**Signal wires on met3**

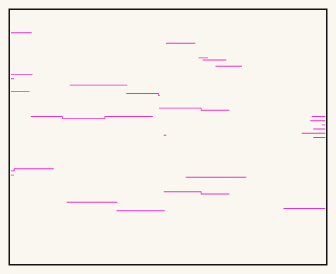
**Clock distribution**

Bar = 20 um.
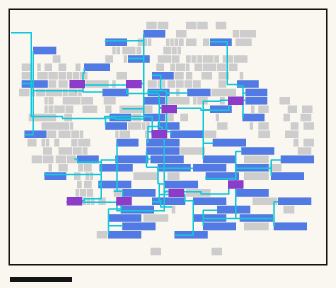
**Local utilization**

The die is cut into 10 by 8 equal tiles; white is low, dark blue is high, 0 to 100% covered.
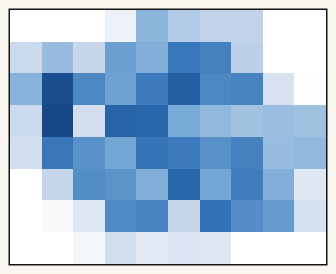
**Cell placement**

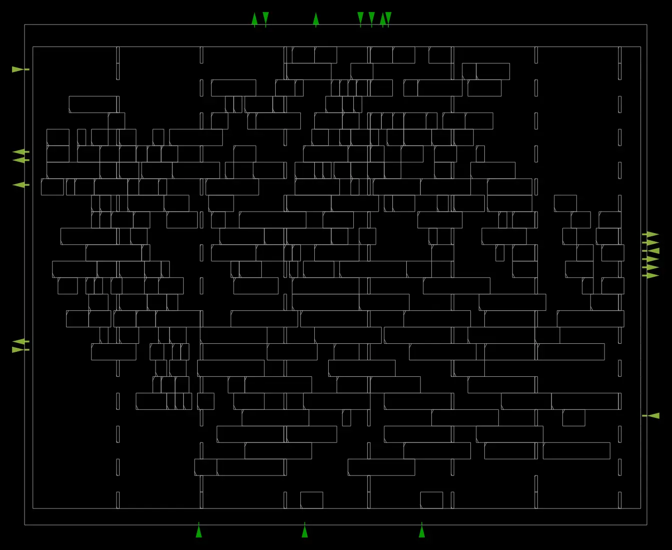
**Ports around the boundary**

Pins as bars across the die edge, other pins in gray.
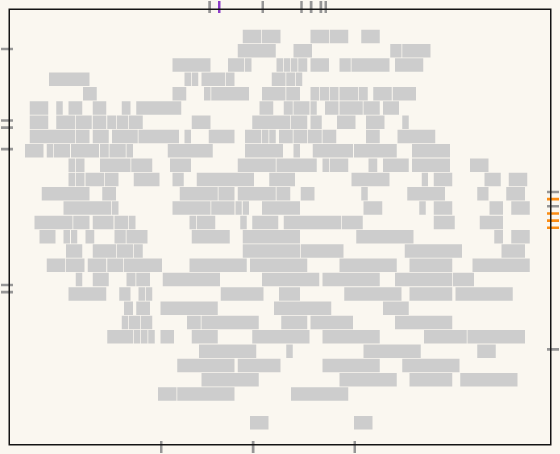
## config.mk

```make
export PLATFORM = sky130hd
export DESIGN_NAME = keypad_key_player
export DESIGN_NICKNAME = d
export VERILOG_FILES = /design/src/rtl/keypad_pkg.sv /design/src/rtl/keypad_key_fifo.sv /design/src/rtl/keypad_key_player.sv
export SDC_FILE = /design/constraint.sdc
export NUM_CORES = 1
export LEC_CHECK = 0
export ABC_AREA = 0
export CAP_MARGIN = 5
export CORE_ASPECT_RATIO = 0.8
export CORE_UTILIZATION = 32
export DETAILED_ROUTE_END_ITERATION = 16
export PLACE_DENSITY_LB_ADDON = 0.2
export SETUP_SLACK_MARGIN = 0.4
export SYNTH_ARGS = -nofsm -noshare
export SYNTH_HDL_FRONTEND = slang
export SYNTH_HIERARCHICAL = 1
export SYNTH_SLANG_ARGS = --single-unit
export TNS_END_PERCENT = 30
```

## constraint.sdc

```tcl
create_clock -name clk -period 2.5 [get_ports clk]
set_input_delay 0.25 -clock clk [delete_from_list [all_inputs] [get_ports clk]]
set_output_delay 0.25 -clock clk [all_outputs]
set_load 0.005 [all_outputs]
```

## src/rtl/keypad_pkg.sv

```systemverilog
// Shared definitions for the keypad emulator: FSM encoding, key layout and
// the code-to-matrix-position decode.
package keypad_pkg;

  localparam int KEY_ROWS = 4;
  localparam int KEY_COLS = 4;

  localparam int KEY_ROW_HI = 3;
  localparam int KEY_ROW_LO = 2;
  localparam int KEY_COL_HI = 1;
  localparam int KEY_COL_LO = 0;

  typedef logic [2:0] state_t;

  localparam state_t ST_IDLE       = 3'd0;
  localparam state_t ST_BOUNCE_IN  = 3'd1;
  localparam state_t ST_HOLD       = 3'd2;
  localparam state_t ST_BOUNCE_OUT = 3'd3;
  localparam state_t ST_GAP        = 3'd4;

  // Physical layout of the 4x4 pad, code = row*4 + col
  localparam logic [3:0] KEY_1    = 4'd0;
  localparam logic [3:0] KEY_2    = 4'd1;
  localparam logic [3:0] KEY_3    = 4'd2;
  localparam logic [3:0] KEY_A    = 4'd3;
  localparam logic [3:0] KEY_4    = 4'd4;
  localparam logic [3:0] KEY_5    = 4'd5;
  localparam logic [3:0] KEY_6    = 4'd6;
  localparam logic [3:0] KEY_B    = 4'd7;
  localparam logic [3:0] KEY_7    = 4'd8;
  localparam logic [3:0] KEY_8    = 4'd9;
  localparam logic [3:0] KEY_9    = 4'd10;
  localparam logic [3:0] KEY_C    = 4'd11;
  localparam logic [3:0] KEY_STAR = 4'd12;
  localparam logic [3:0] KEY_0    = 4'd13;
  localparam logic [3:0] KEY_HASH = 4'd14;
  localparam logic [3:0] KEY_D    = 4'd15;

  typedef struct packed {
    logic [1:0] row;
    logic [1:0] col;
  } key_pos_t;

  function automatic key_pos_t decode_key(input logic [3:0] code);
    key_pos_t pos;
    pos.row = code[KEY_ROW_HI:KEY_ROW_LO];
    pos.col = code[KEY_COL_HI:KEY_COL_LO];
    return pos;
  endfunction

endpackage

```

## src/rtl/keypad_key_fifo.sv

```systemverilog
// Small synchronous FIFO holding queued key codes; reset flushes it.
module keypad_key_fifo #(
  parameter int DEPTH = 8,
  parameter int WIDTH = 4
) (
  input  logic                   clk,
  input  logic                   rst,
  input  logic                   push,
  input  logic [WIDTH-1:0]       wdata,
  input  logic                   pop,
  output logic [WIDTH-1:0]       rdata,
  output logic                   full,
  output logic                   empty,
  output logic [$clog2(DEPTH):0] count
);

  localparam int AW = $clog2(DEPTH);
  localparam logic [AW:0]   FULL_COUNT = DEPTH[AW:0];
  localparam logic [AW:0]   CNT_ONE    = 1;
  localparam logic [AW-1:0] PTR_ONE    = 1;

  logic [WIDTH-1:0] mem [DEPTH];
  logic [AW-1:0]    wptr;
  logic [AW-1:0]    rptr;
  logic             do_push;
  logic             do_pop;

  assign full    = (count == FULL_COUNT);
  assign empty   = (count == '0);
  assign do_push = push && !full;
  assign do_pop  = pop && !empty;
  assign rdata   = mem[rptr];

  always_ff @(posedge clk) begin
    if (rst) begin
      wptr  <= '0;
      rptr  <= '0;
      count <= '0;
    end else begin
      if (do_push) wptr <= wptr + PTR_ONE;
      if (do_pop)  rptr <= rptr + PTR_ONE;
      case ({do_push, do_pop})
        2'b10:   count <= count + CNT_ONE;
        2'b01:   count <= count - CNT_ONE;
        default: count <= count;
      endcase
    end
  end

  always_ff @(posedge clk) begin
    if (do_push) mem[wptr] <= wdata;
  end

endmodule

```

## src/rtl/keypad_key_player.sv

```systemverilog
// Row-driving end of a 4x4 matrix keypad: plays queued key codes as presses
// with contact bounce, hold and inter-key gap.
module keypad_key_player #(
  parameter int DEPTH         = 8,
  parameter int BOUNCE_CYCLES = 4,
  parameter int HOLD_CYCLES   = 16,
  parameter int GAP_CYCLES    = 8
) (
  input  logic                   clk,
  input  logic                   rst,
  input  logic                   key_valid,
  input  logic [3:0]             key_code,
  output logic                   key_ready,
  input  logic [3:0]             col,
  output logic [3:0]             row,
  output logic                   pressed,
  output logic                   busy,
  output logic                   key_done,
  output logic [$clog2(DEPTH):0] count
);

  import keypad_pkg::*;

  localparam int CNT_MAX_BH = (BOUNCE_CYCLES > HOLD_CYCLES) ? BOUNCE_CYCLES : HOLD_CYCLES;
  localparam int CNT_MAX    = (CNT_MAX_BH > GAP_CYCLES) ? CNT_MAX_BH : GAP_CYCLES;
  localparam int CW         = (CNT_MAX > 1) ? $clog2(CNT_MAX) : 1;

  localparam logic [CW-1:0] CNT_ONE     = 1;
  localparam logic [CW-1:0] BOUNCE_LAST = CW'(BOUNCE_CYCLES - 1);
  localparam logic [CW-1:0] HOLD_LAST   = CW'(HOLD_CYCLES - 1);
  localparam logic [CW-1:0] GAP_LAST    = CW'(GAP_CYCLES - 1);
  localparam bit            HAS_BOUNCE  = (BOUNCE_CYCLES > 0);

  state_t         state;
  state_t         state_n;
  logic [CW-1:0]  cnt;
  logic [CW-1:0]  cnt_n;
  logic           pressed_n;
  logic           pop;
  logic           push;
  logic           fifo_full;
  logic           fifo_empty;
  logic [3:0]     fifo_rdata;
  key_pos_t       key_pos;

  assign key_ready = !fifo_full;
  assign push      = key_valid && key_ready;
  assign busy      = !fifo_empty || (state != ST_IDLE);

  keypad_key_fifo #(
    .DEPTH (DEPTH),
    .WIDTH (4)
  ) u_fifo (
    .clk   (clk),
    .rst   (rst),
    .push  (push),
    .wdata (key_code),
    .pop   (pop),
    .rdata (fifo_rdata),
    .full  (fifo_full),
    .empty (fifo_empty),
    .count (count)
  );

  // Every transition clears cnt so each phase counts from zero.
  always_comb begin
    state_n  = state;
    cnt_n    = cnt + CNT_ONE;
    pop      = 1'b0;
    key_done = 1'b0;
    case (state)
      ST_IDLE: begin
        cnt_n = '0;
        if (!fifo_empty) begin
          pop     = 1'b1;
          state_n = HAS_BOUNCE ? ST_BOUNCE_IN : ST_HOLD;
        end
      end
      ST_BOUNCE_IN: begin
        if (cnt == BOUNCE_LAST) begin
          state_n = ST_HOLD;
          cnt_n   = '0;
        end
      end
      ST_HOLD: begin
        if (cnt == HOLD_LAST) begin
          state_n = HAS_BOUNCE ? ST_BOUNCE_OUT : ST_GAP;
          cnt_n   = '0;
        end
      end
      ST_BOUNCE_OUT: begin
        if (cnt == BOUNCE_LAST) begin
          state_n = ST_GAP;
          cnt_n   = '0;
        end
      end
      ST_GAP: begin
        if (cnt == GAP_LAST) begin
          state_n  = ST_IDLE;
          cnt_n    = '0;
          key_done = 1'b1;
        end
      end
      default: begin
        state_n = ST_IDLE;
        cnt_n   = '0;
      end
    endcase
  end

  // Contact bounces closed-first on press and open-first on release.
  always_comb begin
    pressed_n = 1'b0;
    case (state_n)
      ST_BOUNCE_IN:  pressed_n = ~cnt_n[0];
      ST_HOLD:       pressed_n = 1'b1;
      ST_BOUNCE_OUT: pressed_n = cnt_n[0];
      default:       pressed_n = 1'b0;
    endcase
  end

  always_ff @(posedge clk) begin
    if (rst) begin
      state   <= ST_IDLE;
      cnt     <= '0;
      pressed <= 1'b0;
      key_pos <= '0;
    end else begin
      state   <= state_n;
      cnt     <= cnt_n;
      pressed <= pressed_n;
      if (pop) key_pos <= decode_key(fifo_rdata);
    end
  end

  assign row = (pressed && col[key_pos.col]) ? (4'b0001 << key_pos.row) : 4'b0000;

endmodule

```

==> flow_metrics.tcl <==
# flow metrics
set metrics [dict create \
    total_power_uw 3390 \
    buffer_area_share_pct 11.6 \
    first_global_vias 1656 \
    yosys.area.top_type "edfxtp_1" \
    cts_setup_buffers 7 \
    power.density_mw_per_mm2 1020 \
    clock_buffers 9 \
    dp_worst_setup_slack_ns 0.135 \
    yosys.area_share.xor_xnor_pct 2.70 \
    antenna_cells 0 \
    cts_hold_buf 0 \
    cts_tree "done" \
    ys_sh_simple_pct 14.9 \
    drive_above_1_share_pct 32.4 \
    final-comb-area_mm2 0.00111 \
    first_iter_violations 123 \
    topCombFamilyByArea "simple AND/OR/NAND/NOR gates" \
    ys_seq_share_pct 56.3 \
    r2r-end "u_fifo/count[2]" \
    reg2reg_setup_slack_ns 0.21 \
    syn_area_per_cell_um2 13.2 \
    fmax_mhz 436 \
    slew_headroom_pct 63.5 \
    ys_cells 197 \
    hp-start "cnt[0]" \
    required_ns 2.76 \
    htreeDepth 3 \
    startpoint "u_fifo/count[2]" \
    grt_antenna_before_repair 0 \
    root_buffer "clkbuf_8" \
    r2r-start "u_fifo/count[2]" \
    setup_tns_ns 0 \
    hold_viol 0 \
    dp_hpwl_um 3480 \
    cp-start-kind "flop" \
    lay_top_cells "32 x edfxtp_1, 25 x nor2_1, 21 x clkdlybuf4s50_1, 20 x dfxtp_1, 20 x buf_4" \
    wl_per_cell_um 14.3 \
    fin_ws_ns 0.206 \
    skew_ns 0.00600 \
    compound_area_share_pct 5.88 \
    grt_overflow_total 0 \
    dieArea_mm2 0.00848 \
    crit_end "u_fifo/count[2]" \
    slew_viol_final 0 \
    synth.net_count 214 \
    crit_family "simple AND/OR/NAND/NOR gates" \
    dp.cells 328 \
    placed_cell_area_mm2 0.00302 \
    ir_worst_vdd_mv 0.671 \
    final_nets 259 \
    drc 0 \
    rsz0062_at_grt "true" \
    critPathMaxFanout 3 \
    ys_chip_area_mm2 0.00259 \
    hold_end "cnt[0]" \
    cp_slowest_cell "or4b_4" \
    final_common_cell "edfxtp_1" \
    cp-end-kind "flop" \
    min_path_type "flop to flop" \
    cp_num_buf_inv 1 \
    grt_usage_pct 13.7 \
    ant_nets 0 \
    path_class "flop to flop" \
    cts_sinks 57 \
    clock_latency_ns 0.33 \
    gp_congestion 0.828 \
    synth_cells 197 \
    common_cells "32 x edfxtp_1, 26 x nor2_1, 25 x dfxtp_1" \
    hold_slack_ns 0.479 \
    inverters 7 \
    clock_cell_area_share_pct 5.88 \
    cp.depth 11 \
    fin_cells 352 \
    outcome "complete, no violations" \
    signal_buffers 43 \
    ff_count 57 \
    clk_pin_slew_ns 0.06 \
    viasPerCell 4.72 \
    worstRegToRegCells 11 \
    whs_path_depth 1 \
    final-setup-viol-count 0 \
    synth_warnings 6 \
]
Back to the opening pictures, 'signal wires on met3':
wire length on this layer	266 um
main direction	horizontal
longest straight run	19.3 um
share of all routed wire	5.3%
nets with wire on the layer	19

Back to the opening pictures, 'clock distribution':
[blue] flip-flops | count: 57
[cyan] clock wires | length: 772 um
[purple] clock-net drivers | count: 9
routed clock nets	10

Back to the opening pictures, 'local utilization':
fullest tile	90%
tiles over 75% full	7.5%
nearly empty tiles	19%
mean over tiles	38%
densest ninth of the die	center
emptiest ninth of the die	lower left
FP Util: 34.0%
Core ar.: 0.00764 mm2
Final Core Density: 43.4%

Back to the opening pictures, 'cell placement':
Seq/total area: 44.5%
Std-Cell Rows: 28
Tapcells: 105
Filler Cell Count: 746

Back to the opening pictures, 'ports around the boundary':
color	port	pins	direction	edge
purple	rst	1	input	top
orange	row	4	output	right
all pins by edge	7 top, 7 right, 6 left, 3 bottom
die height: 82.5 um
width of the die: 103 um
PortBufs: 22

[report_power, final]
| part | switching, uW | leakage, uW | internal [uW] | total, uW |
|---|---|---|---|---|
| logic | 576 | 0.000594 | 729 | 1300 |
| clock network | 377 | 0.0000929 | 457 | 834 |
| registers | 123 | 0.000497 | 1130 | 1260 |
| total | 1080 | 0.00118 | 2320 | 3390 |
[sequential cells by signal, summed over array words and instances (netlist names), named ones only]
register,cells
u_fifo/rptr,3
u_fifo/mem,32
key_pos,4
u_fifo/wptr,3
pressed,1
state,3
u_fifo/count,4
cnt,4
[routing by layer]
layer	vias up	wire [um]	global-route usage [%]
li1	816	-	-
met1	804	2570	18.6
met2	35	2140	19.6
met3	5	265	5.89
met4	0	51	4.29
met5	-	0	0
Power and IR drop assume default switching activity.
